==> src/rtl/fetch_ctrl.sv <==
// Fetch PC sequencer with a direct-mapped branch target buffer.
// Redirects from execute override stalls; BTB trains on resolved branches.
module fetch_ctrl #(
    parameter int              XLEN         = 32,
    parameter logic [XLEN-1:0] RESET_VECTOR = '0,
    parameter int              BTB_ENTRIES  = 8
) (
    input  logic            clk,
    input  logic            rst,
    input  logic            stall_F,
    input  logic            x_redirect,
    input  logic [XLEN-1:0] x_target,
    input  logic            x_upd,
    input  logic [XLEN-1:0] x_pc,
    input  logic            x_taken,
    input  logic [XLEN-1:0] x_dest,
    output logic [XLEN-1:0] pc_F,
    output logic [1:0]      pc_F_sel,
    output logic            pred_taken_F,
    output logic            flush_D
);

    localparam int IDX = $clog2(BTB_ENTRIES);
    localparam int TW  = XLEN - IDX - 2;

    localparam logic [1:0] SEL_SEQ   = 2'd0;
    localparam logic [1:0] SEL_PRED  = 2'd1;
    localparam logic [1:0] SEL_REDIR = 2'd2;
    localparam logic [1:0] SEL_RST   = 2'd3;

    logic [BTB_ENTRIES-1:0] r_valid;
    logic [TW-1:0]          r_tag [BTB_ENTRIES];
    logic [XLEN-1:0]        r_tgt [BTB_ENTRIES];

    logic [XLEN-1:0] r_pc;
    logic [1:0]      r_sel;
    logic            r_flush;

    logic [IDX-1:0]  w_idx;
    logic [TW-1:0]   w_tag;
    logic            w_hit;
    logic [IDX-1:0]  w_uidx;
    logic [TW-1:0]   w_utag;
    logic            w_umatch;

    assign w_idx    = r_pc[IDX+1:2];
    assign w_tag    = r_pc[XLEN-1:IDX+2];
    assign w_hit    = r_valid[w_idx] && (r_tag[w_idx] == w_tag);

    assign w_uidx   = x_pc[IDX+1:2];
    assign w_utag   = x_pc[XLEN-1:IDX+2];
    assign w_umatch = r_valid[w_uidx] && (r_tag[w_uidx] == w_utag);

    always_ff @(posedge clk or posedge rst) begin
        if (rst) begin
            r_pc    <= RESET_VECTOR;
            r_sel   <= SEL_RST;
            r_flush <= 1'b0;
            r_valid <= '0;
        end else begin
            r_flush <= x_redirect;
            if (x_redirect) begin
                r_pc  <= x_target;
                r_sel <= SEL_REDIR;
            end else if (!stall_F) begin
                if (w_hit) begin
                    r_pc  <= r_tgt[w_idx];
                    r_sel <= SEL_PRED;
                end else begin
                    r_pc  <= r_pc + XLEN'(4);
                    r_sel <= SEL_SEQ;
                end
            end
            // Not-taken only clears an entry that really belongs to x_pc
            if (x_upd) begin
                if (x_taken) begin
                    r_valid[w_uidx] <= 1'b1;
                end else if (w_umatch) begin
                    r_valid[w_uidx] <= 1'b0;
                end
            end
        end
    end

    always_ff @(posedge clk) begin
        if (x_upd && x_taken) begin
            r_tag[w_uidx] <= w_utag;
            r_tgt[w_uidx] <= x_dest;
        end
    end

    assign pc_F         = r_pc;
    assign pc_F_sel     = r_sel;
    assign flush_D      = r_flush;
    assign pred_taken_F = w_hit;

endmodule

==> config.mk <==
export PLATFORM = sky130hd
export DESIGN_NAME = fetch_ctrl
export DESIGN_NICKNAME = d
export VERILOG_FILES = /design/src/rtl/fetch_ctrl.sv
export SDC_FILE = /design/constraint.sdc
export NUM_CORES = 1
export LEC_CHECK = 0
export CORE_MARGIN = 10
export CORE_UTILIZATION = 45
export DETAILED_ROUTE_END_ITERATION = 8
export MAX_ROUTING_LAYER = met4
export PLACE_DENSITY = 0.62
export SKIP_LAST_GASP = 1
export SLEW_MARGIN = 15
export SYNTH_ARGS = -nofsm -noshare
export SYNTH_HDL_FRONTEND = slang
export SYNTH_SLANG_ARGS = --single-unit
==> constraint.sdc <==
create_clock -name clk -period 3.1 [get_ports clk]
set_input_delay 0.93 -clock clk [delete_from_list [all_inputs] [get_ports clk]]
set_output_delay 0.93 -clock clk [all_outputs]
set_load 0.01 [all_outputs]
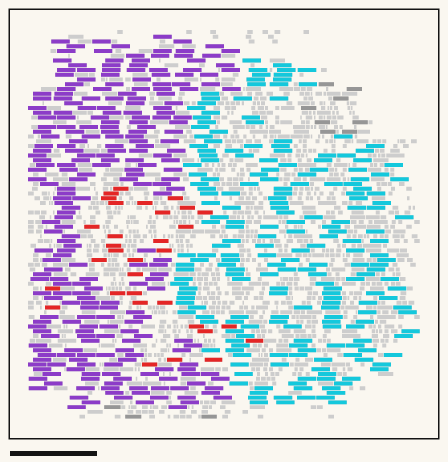
Run 1: register map, names as in the netlist
Bar = 50 um.
Purple shows r_tgt, sequential cells 256. Cyan shows r_tag, sequential cells 216. Red shows pc_F, sequential cells 32.
Another 11 sequential cells are not colored.

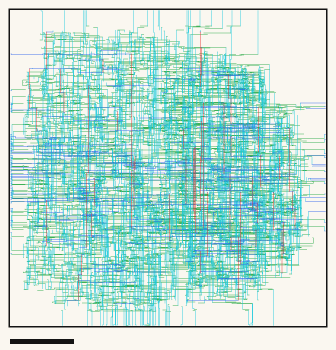
Run 1: wiring by layer
Bar = 50 um.
Red shows met4, wire length 1680 um. Green shows met1, wire length 29.5 mm. Blue shows met3, wire length 5260 um. Cyan shows met2, wire length 32.4 mm.
via count: 15100
DRT Wirelength: 68800 um
average wire per standard cell: 27.1 um
gr usage total: 0.233

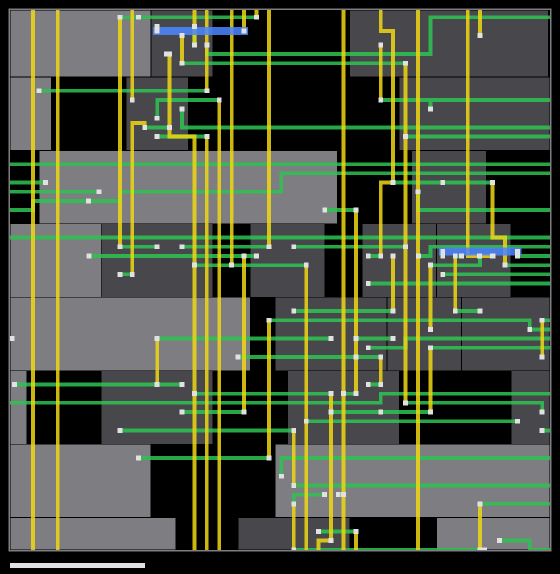
Run 1: zoomed window
Bar = 5 um. Region (113, 162) to (133, 182) um. Cells in gray, sequential cells in the stronger gray; small squares are vias.
Green shows met1. Blue shows met3. Yellow shows met2.
Netlist names of flops here include r_tag (3). 18 logic cells have their middle in the window. Sequential cells in the window: 3. Most frequent: mux2_2 (5).

==> flow_metrics.py, run 1 <==
# Generated from Yosys and OpenROAD reports
metrics = {
    "place": {
        "dp_hpwl_um": 44800,
        "post-place-ws_ns": -0.913,
        "portBuffers": 135,
        "gp_congestion": 0.867,
    },
    "worst_setup_path": {
        "cpLargestDelayFamily": "simple AND/OR/NAND/NOR gates",
        "cp-start-kind": "flop",
        "crit_slowest_cell": "dfrtp_4",
        "crit_required_ns": 2.17,
        "max_stage_delay_ns": 0.49,
        "critPathKind": "flop to output port",
        "reg2reg_to": "pc_F[11]$_DFFE_PP0P_",
        "critPathMaxFanout": 8,
        "r2r-start": "pc_F[2]$_DFFE_PP0P_",
        "startpoint": "pc_F[2]$_DFFE_PP0P_",
        "worst-path-stages": 12,
        "cp-end-kind": "output port",
        "worst-path-buf-inv": 6,
        "rrSetupSlack_ns": -0.58,
        "path_cells": "buf_12 -> buf_12 -> buf_4 -> mux2_2 -> o22ai_1 -> or3_1 -> nand4_1 -> nor4_2 -> nand4_1 -> buf_6 -> inv_4 -> buf_6",
    },
    "yosys": {
        "synthArstFlopShare": 0.0835,
        "avgSynthCellArea_um2": 16.2,
        "synth_nets": 1515,
        "ff_type": "edfxtp_1",
        "syn_area_mm2": 0.0228,
        "yosys_cells": 1412,
        "yosysWarningCount": 0,
        "yosysUniqueCellTypes": 57,
        "syn_inst": 1412,
        "yosys-stat-area_mm2": 0.0228,
        "synth-edff-count": 472,
        "ys_seq_frac": 0.668,
    },
    "drt": {
        "antenna_left": 0,
        "viasPerCell": 5.93,
        "drtIter0Drc": 1589,
        "drc": 0,
        "drt_pass1_iterations": 6,
    },
    "sta": {
        "setup_ws_ns": -1.09,
        "slew_headroom": 0.462,
        "setup_viol_count_final": 35,
        "fmaxAchievable_ghz": 0.239,
        "final.setup_skew_ns": 0.0232,
        "slew_violations": 0,
        "period_minus_slack_ns": 4.19,
    },
    "clock_network": {
        "cts_buffer_depth": 3,
        "clk_latency_ns": 0.63,
        "ctsResizeCount": 19,
        "clock-sinks": 515,
        "clk_pin_slew_worst_paths_ns": 0.06,
        "cts_hold_buffers": 0,
        "cts-root-buf": "clkbuf_16",
        "cts_buffers": 54,
    },
    "hold_path": {
        "min_path_type": "flop to flop",
        "worst_hold_path.endpoint": "pc_F_sel[0]$_DFFE_PP1P_",
        "hp-start": "pc_F_sel[0]$_DFFE_PP1P_",
    },
    "global_routing": {
        "grt_pass1_wl_um": 101000,
        "grt-ovfl-total": 0,
        "grt_pass1_vias": 15400,
        "grt_max_degree": 54,
        "antenna_found_initial": 3,
    },
    "power": {
        "design_power_total_mw": 17.6,
        "p_int_mw": 13.4,
        "ir_drop_uv": 587,
        "seqPwrFrac": 0.451,
        "swShare": 0.240,
        "leakage_nw": 10.6,
        "power_switching_mw": 4.22,
        "p_per_area_mw_per_mm2": 594,
    },
    "cells_and_area": {
        "drive_above_1_share": 0.328,
        "final_nets": 1923,
        "syn_to_final_growth_pct": 29.7,
    },
    "floorplan": {
        "num_rows": 82,
        "num_io_pins": 138,
        "fp.dieW_um": 245,
        "dieArea_mm2": 0.0601,
        "core_area_mm2": 0.0502,
        "fp-utilization": 0.455,
    },
    "outcome": {
        "violations": "setup timing",
        "status": "complete, but fails checks",
    },
    "run": {
        "max-cap-violations": 0,
        "tool_warnings": 31,
    },
}
## run 1: stage by stage
step / std cells / hold slack [ns] / TNS [ns] / utilization
2_1_floorplan: 1412 / 0.486 / -0.164 / -
3_3_place_gp: 2427 / 0.513 / -19.23 / 0.543
3_5_place_dp: 2427 / 0.526 / -21.69 / 0.543
4_1_cts: 2532 / 0.535 / -15.04 / 0.586
5_1_grt: 2541 / 0.545 / -21.29 / 0.590
6_report: 2541 / 0.528 / -15.49 / 0.590
## run 1: layer usage
layer	track usage	vias to the layer above	wire, um
li1	-	6569	-
met1	0.314	7726	29500
met2	0.356	651	32400
met3	0.0421	115	5260
met4	0.0683	0	1680
met5	-	-	0
## run 1: cells in the mapped netlist, drive strengths merged (28+ instances only)
master	n	area, um2
nand2	88	330
o22ai	46	288
edfxtp	472	14200
clkbuf	43	161
mux2i	79	791
a22oi	69	518
mux4	92	2070
mux2	70	788
o21ai	65	325
dfrtp	41	1030
buf	47	282
a21oi	28	144
## run 1: layout by cell type, fill, tap and decap left out, types with 13 or more instances in the layout
| cell | n |
|---|---|
| a21oi_1 | 27 |
| a22oi_1 | 68 |
| and3_1 | 18 |
| buf_12 | 36 |
| buf_4 | 261 |
| clkbuf_16 | 55 |
| clkdlybuf4s50_1 | 129 |
| dfrtp_1 | 39 |
| edfxtp_1 | 472 |
| mux2_2 | 70 |
| mux2i_1 | 76 |
| mux4_2 | 92 |
| nand2_1 | 88 |
| nand3_1 | 24 |
| nand4_1 | 21 |
| nor2_1 | 18 |
| o21ai_0 | 45 |
| o21ai_1 | 20 |
| o22ai_1 | 44 |
| or3_1 | 13 |
| xnor2_1 | 21 |
| xor2_1 | 19 |
## run 1: final cells by class
cell class                      instances  area (um2)
Tap cell                              672         841
Sequential cell                       515       15300
Clock inverter                         38         537
Antenna cell                            3        7.51
Clock buffer                           64        1450
Inverter                               12        47.5
Timing Repair Buffer                  442        4160
Multi-Input combinational cell        795        7300
Fill cell                            3800       20600
## run 1: worst register-to-register path: stages, from the launching register on
cell,delay [ns]
dfrtp_4,0.49
buf_12,0.15
buf_6,0.16
buf_4,0.13
mux4_2,0.49
mux2i_2,0.20
xnor2_1,0.20
nor4_4,0.07
buf_4,0.15
nand4_1,0.12
buf_6,0.14
buf_4,0.58
mux2_2,0.47
o22ai_1,0.16
o21ai_1,0.07
## run 1: power groups by stage
| stage | registers [mW] | logic, mW | clock network [mW] |
|---|---|---|---|
| final | 7.92 | 2.49 | 7.17 |
| after global routing | 7.93 | 2.64 | 7.53 |
| after CTS | 7.92 | 2.42 | 7.25 |
| after detailed placement | 8.06 | 2.37 | 0 |
| after global placement | 8.05 | 2.34 | 0 |
| after floorplan | 8.03 | 1.19 | 0 |
## run 1: registers in the layout, summed over array words and instances (netlist names), named ones only
signal,count
r_tgt,256
r_tag,216
pc_F_sel,2
pc_F,32
flush_D,1
## run 1: cells by family after synthesis
| family | after synthesis | synth area share |
|---|---|---|
| xor+xnor | 45 | 0.0173 |
| simple gates | 259 | 0.0618 |
| buf+inv | 102 | 0.0214 |
| mux | 241 | 0.160 |
| compound gates | 249 | 0.0709 |
| fa+ha+maj | 1 | 0.000548 |
| flops | 515 | 0.668 |
## Run 2: what changed since run 1
--- a/config.mk
+++ b/config.mk
@@ -9,7 +9,7 @@
 export CORE_UTILIZATION = 45
 export DETAILED_ROUTE_END_ITERATION = 8
 export MAX_ROUTING_LAYER = met4
-export PLACE_DENSITY = 0.62
+export PLACE_DENSITY = 0.59
 export SKIP_LAST_GASP = 1
 export SLEW_MARGIN = 15
 export SYNTH_ARGS = -nofsm -noshare
==> constraint.sdc (replaced) <==
create_clock -name clk -period 4.2 [get_ports clk]
set_input_delay 1.26 -clock clk [delete_from_list [all_inputs] [get_ports clk]]
set_output_delay 1.26 -clock clk [all_outputs]
set_load 0.01 [all_outputs]
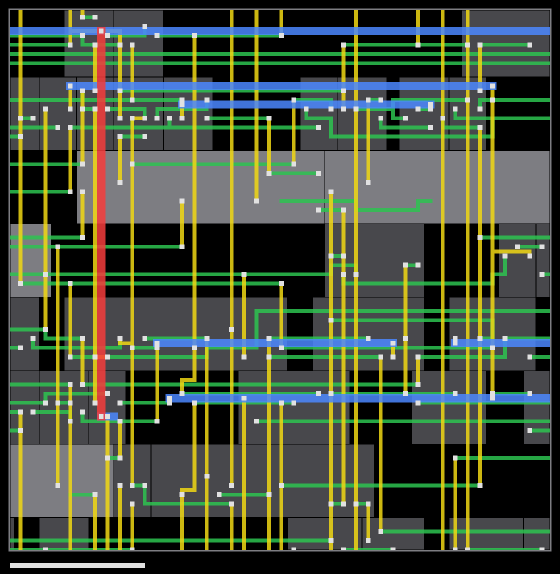
Run 2: zoomed window
Bar = 5 um. Region (113, 162) to (133, 182) um. Cells in gray, sequential cells in the stronger gray; small squares are vias.
Blue shows met3. Green shows met1. Yellow shows met2. Red shows met4.
Sequential cells in the window: 2. 27 logic cells have their middle in the window. Most frequent: o21ai_0 (9), nand2_1 (7).

==> run 2 against run 1 <==
Net effect: the flow still finishes with violations (setup timing); final area decreased by 5.7%; combinational power decreased by 35%; critical endpoint unchanged; sequential share of layout area increased by 3.1 points; largest cell class unchanged; sequential power decreased by 26%; critical path depth decreased by 1; clock power decreased by 33%; area after synthesis unchanged.
==> flow_metrics.py, run 2 <==
# Generated from Yosys and OpenROAD reports
metrics = {
    "place": {
        "portBuffers": 135,
    },
    "outcome": {
        "status": "complete, but fails checks",
        "violations": "setup timing",
    },
    "hold_path": {
        "min_path_type": "flop to flop",
    },
    "drt": {
        "vias": 14200,
        "antenna_left": 0,
        "drt_pass1_iterations": 5,
    },
    "clock_network": {
        "clk_latency_ns": 0.62,
        "cts_buffer_depth": 3,
        "cts_hold_buffers": 0,
        "clock-sinks": 515,
        "cts-root-buf": "clkbuf_16",
    },
    "global_routing": {
        "grt_pass1_wl_um": 96400,
        "antenna_found_initial": 3,
        "grt_max_degree": 54,
    },
    "sta": {
        "setup_viol_count_final": 1,
        "setup_ws_ns": -0.181,
        "slew_headroom": 0.362,
        "final.setup_skew_ns": 0.0239,
    },
    "worst_setup_path": {
        "cp-end-kind": "output port",
        "rrSetupSlack_ns": 0.51,
        "r2r-start": "pc_F[2]$_DFFE_PP0P_",
        "reg2reg_to": "pc_F[31]$_DFFE_PP0P_",
        "critPathMaxFanout": 10,
        "max_stage_delay_ns": 0.49,
    },
    "power": {
        "seqPwrFrac": 0.478,
        "leakage_nw": 9.59,
        "power_switching_mw": 3.00,
    },
    "cells_and_area": {
        "largest_reg_flops": 256,
        "lay_top_count": "edfxtp_1",
        "layout_top_cells": "edfxtp_1, clkdlybuf4s50_1, buf_4, mux4_2, nand2_1",
    },
    "yosys": {
        "synth-edff-count": 472,
        "synthTopCellsByArea": "edfxtp_1, mux4_2, dfrtp_1",
        "yosys-stat-area_mm2": 0.0228,
        "ys_seq_frac": 0.668,
        "synth_nets": 1515,
        "synthArstFlopShare": 0.0835,
        "yosysWarningCount": 0,
        "yosys-top-cells-count": "edfxtp_1, mux4_2, nand2_1, mux2i_1, mux2_2",
        "ff_type": "edfxtp_1",
        "yosys_cells": 1412,
        "netlist.area_leader.share": 0.621,
    },
    "floorplan": {
        "fp-utilization": 0.455,
        "dieArea_mm2": 0.0601,
    },
}
## run 2: worst max-delay path: cells and delay by family, from the launching register on
kind                   cells  cell delay [ns]
AOI/OAI and AO/OA          1             0.20
muxes                      1             0.35
and+or+nand+nor            4             0.77
buffers and inverters      5             0.69
DFF                        1             0.49
## run 2: cells by family (layout without fill, tap and decap cells)
kind of cell / after synthesis / count (layout) / share of synthesized area
muxes: 241 / 241 / 0.160
AOI/OAI and AO/OA: 249 / 249 / 0.0709
buffers and inverters: 102 / 395 / 0.0214
other: 0 / 2 / 0
adders and majority gates: 1 / 1 / 0.000548
DFF: 515 / 515 / 0.668
xor gates and xnor gates: 45 / 45 / 0.0173
and+or+nand+nor: 259 / 259 / 0.0618
## run 2: cell type report
| cell class | count | area [um2] |
|---|---|---|
| fillers | 4021 | 22300 |
| flip-flops and latches | 515 | 15300 |
| multi-input cells | 795 | 7260 |
| repair buffers | 280 | 2690 |
| clock buffers | 73 | 1550 |
| well taps | 672 | 841 |
| clock inverters | 30 | 259 |
| inverters | 12 | 45.0 |
| diodes | 2 | 5.00 |
## run 2: power by group through the flow
stage	Combinational, mW	Clock [mW]	Sequential, mW
6_report	1.63	4.79	5.88
5_1_grt	1.74	5.09	5.88
4_1_cts	1.63	4.87	5.87
3_5_place_dp	1.59	0	5.98
3_3_place_gp	1.58	0	5.97
2_1_floorplan	0.865	0	5.93
## run 2: layer usage
metal,global-route usage,wire length [um],part of all wire
met1,0.301,27900,0.43
met2,0.340,30600,0.47
met3,0.0378,5040,0.077
met4,0.0678,1750,0.027
met5,-,0,0
## run 2: timing repair
item                                   CTS  global route
setup buffers                            1             1
gates cloned                             0             0
resized                                 24             9
endpoints found under the hold margin    0             0
pin swaps                                5             4
setup endpoints to repair                1             1
## run 2: worst max path at each step
stage / startpoint / end / slack [ns] / cells past startpoint
2_1_floorplan: x_pc[3] / r_tag[2][0]$_DFFE_PP_ / -0.02 / 6
3_3_place_gp: pc_F[2]$_DFFE_PP0P_ / pred_taken_F / -0.15 / 11
3_5_place_dp: pc_F[2]$_DFFE_PP0P_ / pred_taken_F / -0.12 / 11
4_1_cts: pc_F[2]$_DFFE_PP0P_ / pred_taken_F / -0.24 / 11
5_1_grt: pc_F[2]$_DFFE_PP0P_ / pred_taken_F / -0.30 / 12
6_report: pc_F[2]$_DFFE_PP0P_ / pred_taken_F / -0.18 / 11
## run 2: through the flow
| stage | utilization | power [mW] | setup TNS (ns) |
|---|---|---|---|
| floorplan | - | 6.79 | -4.01 |
| finish | 0.556 | 12.3 | -0.181 |
| CTS | 0.555 | 12.4 | -0.238 |
| global placement | 0.517 | 7.55 | -0.145 |
| global route | 0.556 | 12.7 | -0.300 |
| detailed placement | 0.517 | 7.57 | -0.125 |
Power is estimated from default activity; no workload was simulated.
